### config.mk
export PLATFORM = sky130hd
export DESIGN_NAME = operand_fetch_stage
export DESIGN_NICKNAME = d
export VERILOG_FILES = /design/src/rtl/operand_fetch_stage.sv
export SDC_FILE = /design/constraint.sdc
export NUM_CORES = 1
export LEC_CHECK = 0
export CAP_MARGIN = 20
export CORE_AREA = 2 2 163 165
export DETAILED_ROUTE_END_ITERATION = 7
export DIE_AREA = 0 0 165 167
export HOLD_SLACK_MARGIN = 0.03
export PLACE_DENSITY = 0.73
export SLEW_MARGIN = 20
export SYNTH_ARGS = -nofsm -noshare
export SYNTH_HDL_FRONTEND = slang
export SYNTH_SLANG_ARGS = --single-unit
### constraint.sdc
create_clock -name clk -period 2.9 [get_ports clk]
set_clock_uncertainty 0.1 [all_clocks]
set_input_delay 0.58 -clock clk [delete_from_list [all_inputs] [get_ports clk]]
set_output_delay 0.58 -clock clk [all_outputs]
set_load 0.02 [all_outputs]
### src/rtl/operand_fetch_stage.sv
// operand_fetch_stage
//   Decode-side operand stage behind a 2-read/1-write register file.
//   Drives the register file read addresses, resolves forwarding from
//   EX/MEM/WB, inserts bubbles on load-use hazards and registers the
//   resolved operands into the ID/EX register with a valid/ready handshake.
//
// Ports
//   clk, rst_n              clock, synchronous active-low reset
//   in_valid/in_ready       IF/ID handshake
//   in_instr, in_pc         incoming instruction word and PC
//   rf_ra1/2, rf_rd1/2      register file read addresses / data
//   ex_*, mem_*, wb_*       producer write enables, destinations and values
//   flush                   squashes the ID/EX register, blocks acceptance
//   out_valid/out_ready     ID/EX handshake
//   out_pc, out_instr       registered payload
//   out_rs1_val/rs2_val     registered resolved operands
//   stall_cnt               saturating count of hazard bubbles
module operand_fetch_stage #(
  parameter int XLEN  = 32,
  parameter int CNT_W = 32
) (
  input  logic             clk,
  input  logic             rst_n,
  input  logic             in_valid,
  output logic             in_ready,
  input  logic [31:0]      in_instr,
  input  logic [31:0]      in_pc,
  output logic [4:0]       rf_ra1,
  output logic [4:0]       rf_ra2,
  input  logic [XLEN-1:0]  rf_rd1,
  input  logic [XLEN-1:0]  rf_rd2,
  input  logic             ex_we,
  input  logic             ex_is_load,
  input  logic [4:0]       ex_rd,
  input  logic [XLEN-1:0]  ex_result,
  input  logic             mem_we,
  input  logic             mem_is_load,
  input  logic [4:0]       mem_rd,
  input  logic [XLEN-1:0]  mem_result,
  input  logic             wb_we,
  input  logic [4:0]       wb_rd,
  input  logic [XLEN-1:0]  wb_data,
  input  logic             flush,
  output logic             out_valid,
  input  logic             out_ready,
  output logic [31:0]      out_pc,
  output logic [31:0]      out_instr,
  output logic [XLEN-1:0]  out_rs1_val,
  output logic [XLEN-1:0]  out_rs2_val,
  output logic [CNT_W-1:0] stall_cnt
);

  localparam logic [6:0] OP_LUI   = 7'b0110111;
  localparam logic [6:0] OP_AUIPC = 7'b0010111;
  localparam logic [6:0] OP_JAL   = 7'b1101111;
  localparam logic [6:0] OP_R     = 7'b0110011;
  localparam logic [6:0] OP_S     = 7'b0100011;
  localparam logic [6:0] OP_B     = 7'b1100011;

  localparam logic [CNT_W-1:0] CNT_ONE = {{(CNT_W-1){1'b0}}, 1'b1};

  logic [6:0]      w_opcode;
  logic [4:0]      w_rs1;
  logic [4:0]      w_rs2;
  logic            w_uses_rs1;
  logic            w_uses_rs2;
  logic            w_ex_m1, w_ex_m2, w_mem_m1, w_mem_m2, w_wb_m1, w_wb_m2;
  logic            w_hazard;
  logic            w_advance;
  logic            w_xfer;
  logic [XLEN-1:0] w_rs1_val;
  logic [XLEN-1:0] w_rs2_val;

  logic             r_out_valid;
  logic [31:0]      r_out_pc;
  logic [31:0]      r_out_instr;
  logic [XLEN-1:0]  r_rs1_val;
  logic [XLEN-1:0]  r_rs2_val;
  logic [CNT_W-1:0] r_stall_cnt;

  assign w_opcode = in_instr[6:0];
  assign w_rs1    = in_instr[19:15];
  assign w_rs2    = in_instr[24:20];
  assign rf_ra1   = w_rs1;
  assign rf_ra2   = w_rs2;

  always_comb begin
    w_uses_rs1 = 1'b1;
    w_uses_rs2 = 1'b0;
    if (w_opcode == OP_LUI || w_opcode == OP_AUIPC || w_opcode == OP_JAL)
      w_uses_rs1 = 1'b0;
    if (w_opcode == OP_R || w_opcode == OP_S || w_opcode == OP_B)
      w_uses_rs2 = 1'b1;
  end

  function automatic logic f_match(input logic we, input logic [4:0] rd,
                                   input logic [4:0] src, input logic used);
    return we && (rd != 5'd0) && (rd == src) && used;
  endfunction

  // Unused sources pass the regfile value through untouched; used x0 is
  // forced to zero so no producer can ever override it.
  function automatic logic [XLEN-1:0] f_resolve(
      input logic used, input logic [4:0] src,
      input logic ex_m, input logic mem_m, input logic wb_m,
      input logic [XLEN-1:0] rf);
    if (!used)             return rf;
    else if (src == 5'd0)  return '0;
    else if (ex_m)         return ex_result;
    else if (mem_m)        return mem_result;
    else if (wb_m)         return wb_data;
    else                   return rf;
  endfunction

  assign w_ex_m1  = f_match(ex_we,  ex_rd,  w_rs1, w_uses_rs1);
  assign w_ex_m2  = f_match(ex_we,  ex_rd,  w_rs2, w_uses_rs2);
  assign w_mem_m1 = f_match(mem_we, mem_rd, w_rs1, w_uses_rs1);
  assign w_mem_m2 = f_match(mem_we, mem_rd, w_rs2, w_uses_rs2);
  // WB forwarding covers the write-at-edge regfile returning stale data.
  assign w_wb_m1  = f_match(wb_we,  wb_rd,  w_rs1, w_uses_rs1);
  assign w_wb_m2  = f_match(wb_we,  wb_rd,  w_rs2, w_uses_rs2);

  assign w_hazard = in_valid &&
                    ((ex_is_load  && (w_ex_m1  || w_ex_m2)) ||
                     (mem_is_load && (w_mem_m1 || w_mem_m2)));

  assign w_rs1_val = f_resolve(w_uses_rs1, w_rs1, w_ex_m1, w_mem_m1, w_wb_m1, rf_rd1);
  assign w_rs2_val = f_resolve(w_uses_rs2, w_rs2, w_ex_m2, w_mem_m2, w_wb_m2, rf_rd2);

  assign w_advance = !r_out_valid || out_ready;
  assign in_ready  = w_advance && !w_hazard && !flush;
  assign w_xfer    = in_valid && in_ready;

  always_ff @(posedge clk) begin
    if (!rst_n) begin
      r_out_valid <= 1'b0;
      r_out_pc    <= '0;
      r_out_instr <= '0;
      r_rs1_val   <= '0;
      r_rs2_val   <= '0;
      r_stall_cnt <= '0;
    end else begin
      if (flush) begin
        r_out_valid <= 1'b0;
      end else if (w_xfer) begin
        r_out_valid <= 1'b1;
        r_out_pc    <= in_pc;
        r_out_instr <= in_instr;
        r_rs1_val   <= w_rs1_val;
        r_rs2_val   <= w_rs2_val;
      end else if (w_advance) begin
        r_out_valid <= 1'b0;
      end
      if (w_hazard && w_advance && !flush && (r_stall_cnt != '1))
        r_stall_cnt <= r_stall_cnt + CNT_ONE;
    end
  end

  assign out_valid   = r_out_valid;
  assign out_pc      = r_out_pc;
  assign out_instr   = r_out_instr;
  assign out_rs1_val = r_rs1_val;
  assign out_rs2_val = r_rs2_val;
  assign stall_cnt   = r_stall_cnt;

endmodule
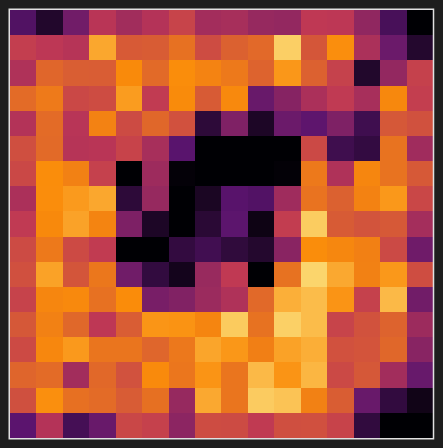
Fig. 1. Cell density map.
16 x 17 tiles, from black (low) to pale yellow (high), 0 to 100% covered.
mean over tiles: 51%
fullest tile: 91%
nearly empty tiles: 6.6%
emptiest ninth of the die: centre
utilization of the core after routing: 56.18%
initial cell density of the core: 32.31%
placeable core region: 0.02576 sq mm

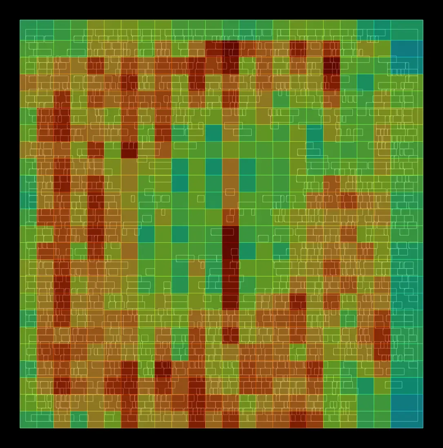
Fig. 2. Routing congestion.
global-route usage over all layers: 26.32%
fraction of met1 tracks used by global routing: 30.27%

==> qor.log <==
[status] status finished, violations left
[status] violated checks setup timing
[detailed_routing] met2 wirelength from detailed routing 19,370 um
[power_and_ir_drop] Clock group 0.00235 W
[floorplanning] Top-Level Pins 421
[sta] number of setup violations in the final report 1
[critical_path] stage delay of the slowest cell on the critical path 0.52 ns
[cells_and_area] Leading cell kind buffers
[power_and_ir_drop] Internal Pwr Total 0.004185 W
[power_and_ir_drop] power dissipated by switching net loads 0.001806 W
[sta] worst setup margin -0.03007 ns
[synth] main flop type after synthesis sky130_fd_sc_hd__dfxtp_1
[cells_and_area] number of logic gates 781
[synth] number of cells in the yosys synthesis report 1,040
[power_and_ir_drop] Comb pwr share 21.6%
[cells_and_area] most numerous logic cells after layout sky130_fd_sc_hd__clkdlybuf4s50_1 (391), sky130_fd_sc_hd__nand2_1 (219), sky130_fd_sc_hd__dfxtp_1 (161), sky130_fd_sc_hd__a21oi_1 (86), sky130_fd_sc_hd__o21ai_0 (80)
[synth] top-area cell type share of the netlist area 38.73%
[clocking] root buffer cell sky130_fd_sc_hd__clkbuf_16
[detailed_routing] routed wire length 39,220 um
[clocking] count of instances resized after the clock tree is built 65
[synth] post-synthesis area per instance 8.003 sq um
[clocking] clock buffer count from CTS 17
[sta] max-slew violation total from the final report 0
[detailed_routing] drt wl/cell 21.22 um
[synth] count of yosys warnings during synthesis 0
[synth] number of nets produced by synthesis 1,290
[power_and_ir_drop] LEAKAGE 5.224 nW
[power_and_ir_drop] Comb power 0.00129 W
[cells_and_area] share of layout cells above drive strength 1 12.24%
[synth] xor and xnor area share after synthesis 3.788%
[power_and_ir_drop] Net Sw Frac 30.14%
[power_and_ir_drop] total power per unit cell area 413.9 mW/mm^2
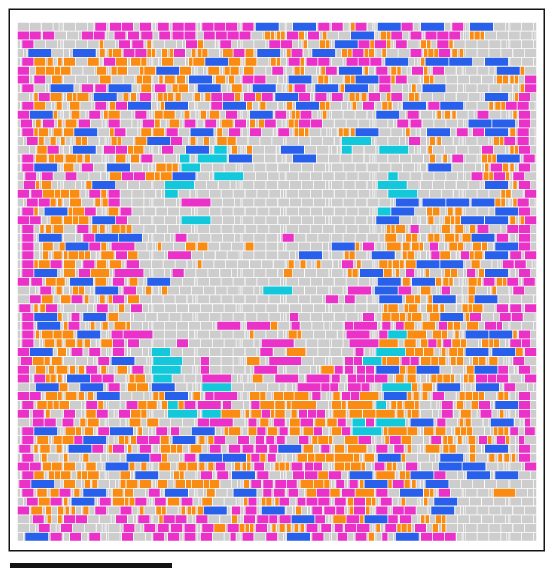
Fig. 3. Cell classes on the final placement.
Bar = 50 um. Fill, decap, tap and diode cells in grey.
| colour | class | cells | share of their area |
|---|---|---|---|
| blue | flops | 161 | 23% |
| magenta | other buffers and delay cells | 533 | 38% |
| orange | combinational and other logic | 785 | 35% |
| cyan | clock drivers and dummy loads | 32 | 4.4% |

stage by stage:
step	cell area, sq um	hold WS [ns]	utilization (%)	setup WS [ns]
6_report	14470	0.3549	56.18	-0.03007
5_1_grt	14470	0.3738	56.18	-0.1234
4_1_cts	14190	0.3563	55.07	0.01655
3_5_place_dp	13350	0.3457	51.82	-1.034
3_3_place_gp	13350	0.3410	51.82	-0.9305
2_1_floorplan	8328	0.4327	-	0.03788
worst paths after layout:
| path | end | slack, ns | start | cells past startpoint |
|---|---|---|---|---|
| worst min register to register | out_pc[2] | 0.35 | out_pc[2] | 2 |
| worst max-delay path | in_ready | -0.03 | ex_rd[4] | 7 |
| worst max register to register | stall_cnt[26] | 0.25 | stall_cnt[6] | 7 |
| worst min-delay path | out_pc[2] | 0.35 | out_pc[2] | 2 |
Power and IR drop assume default switching activity.
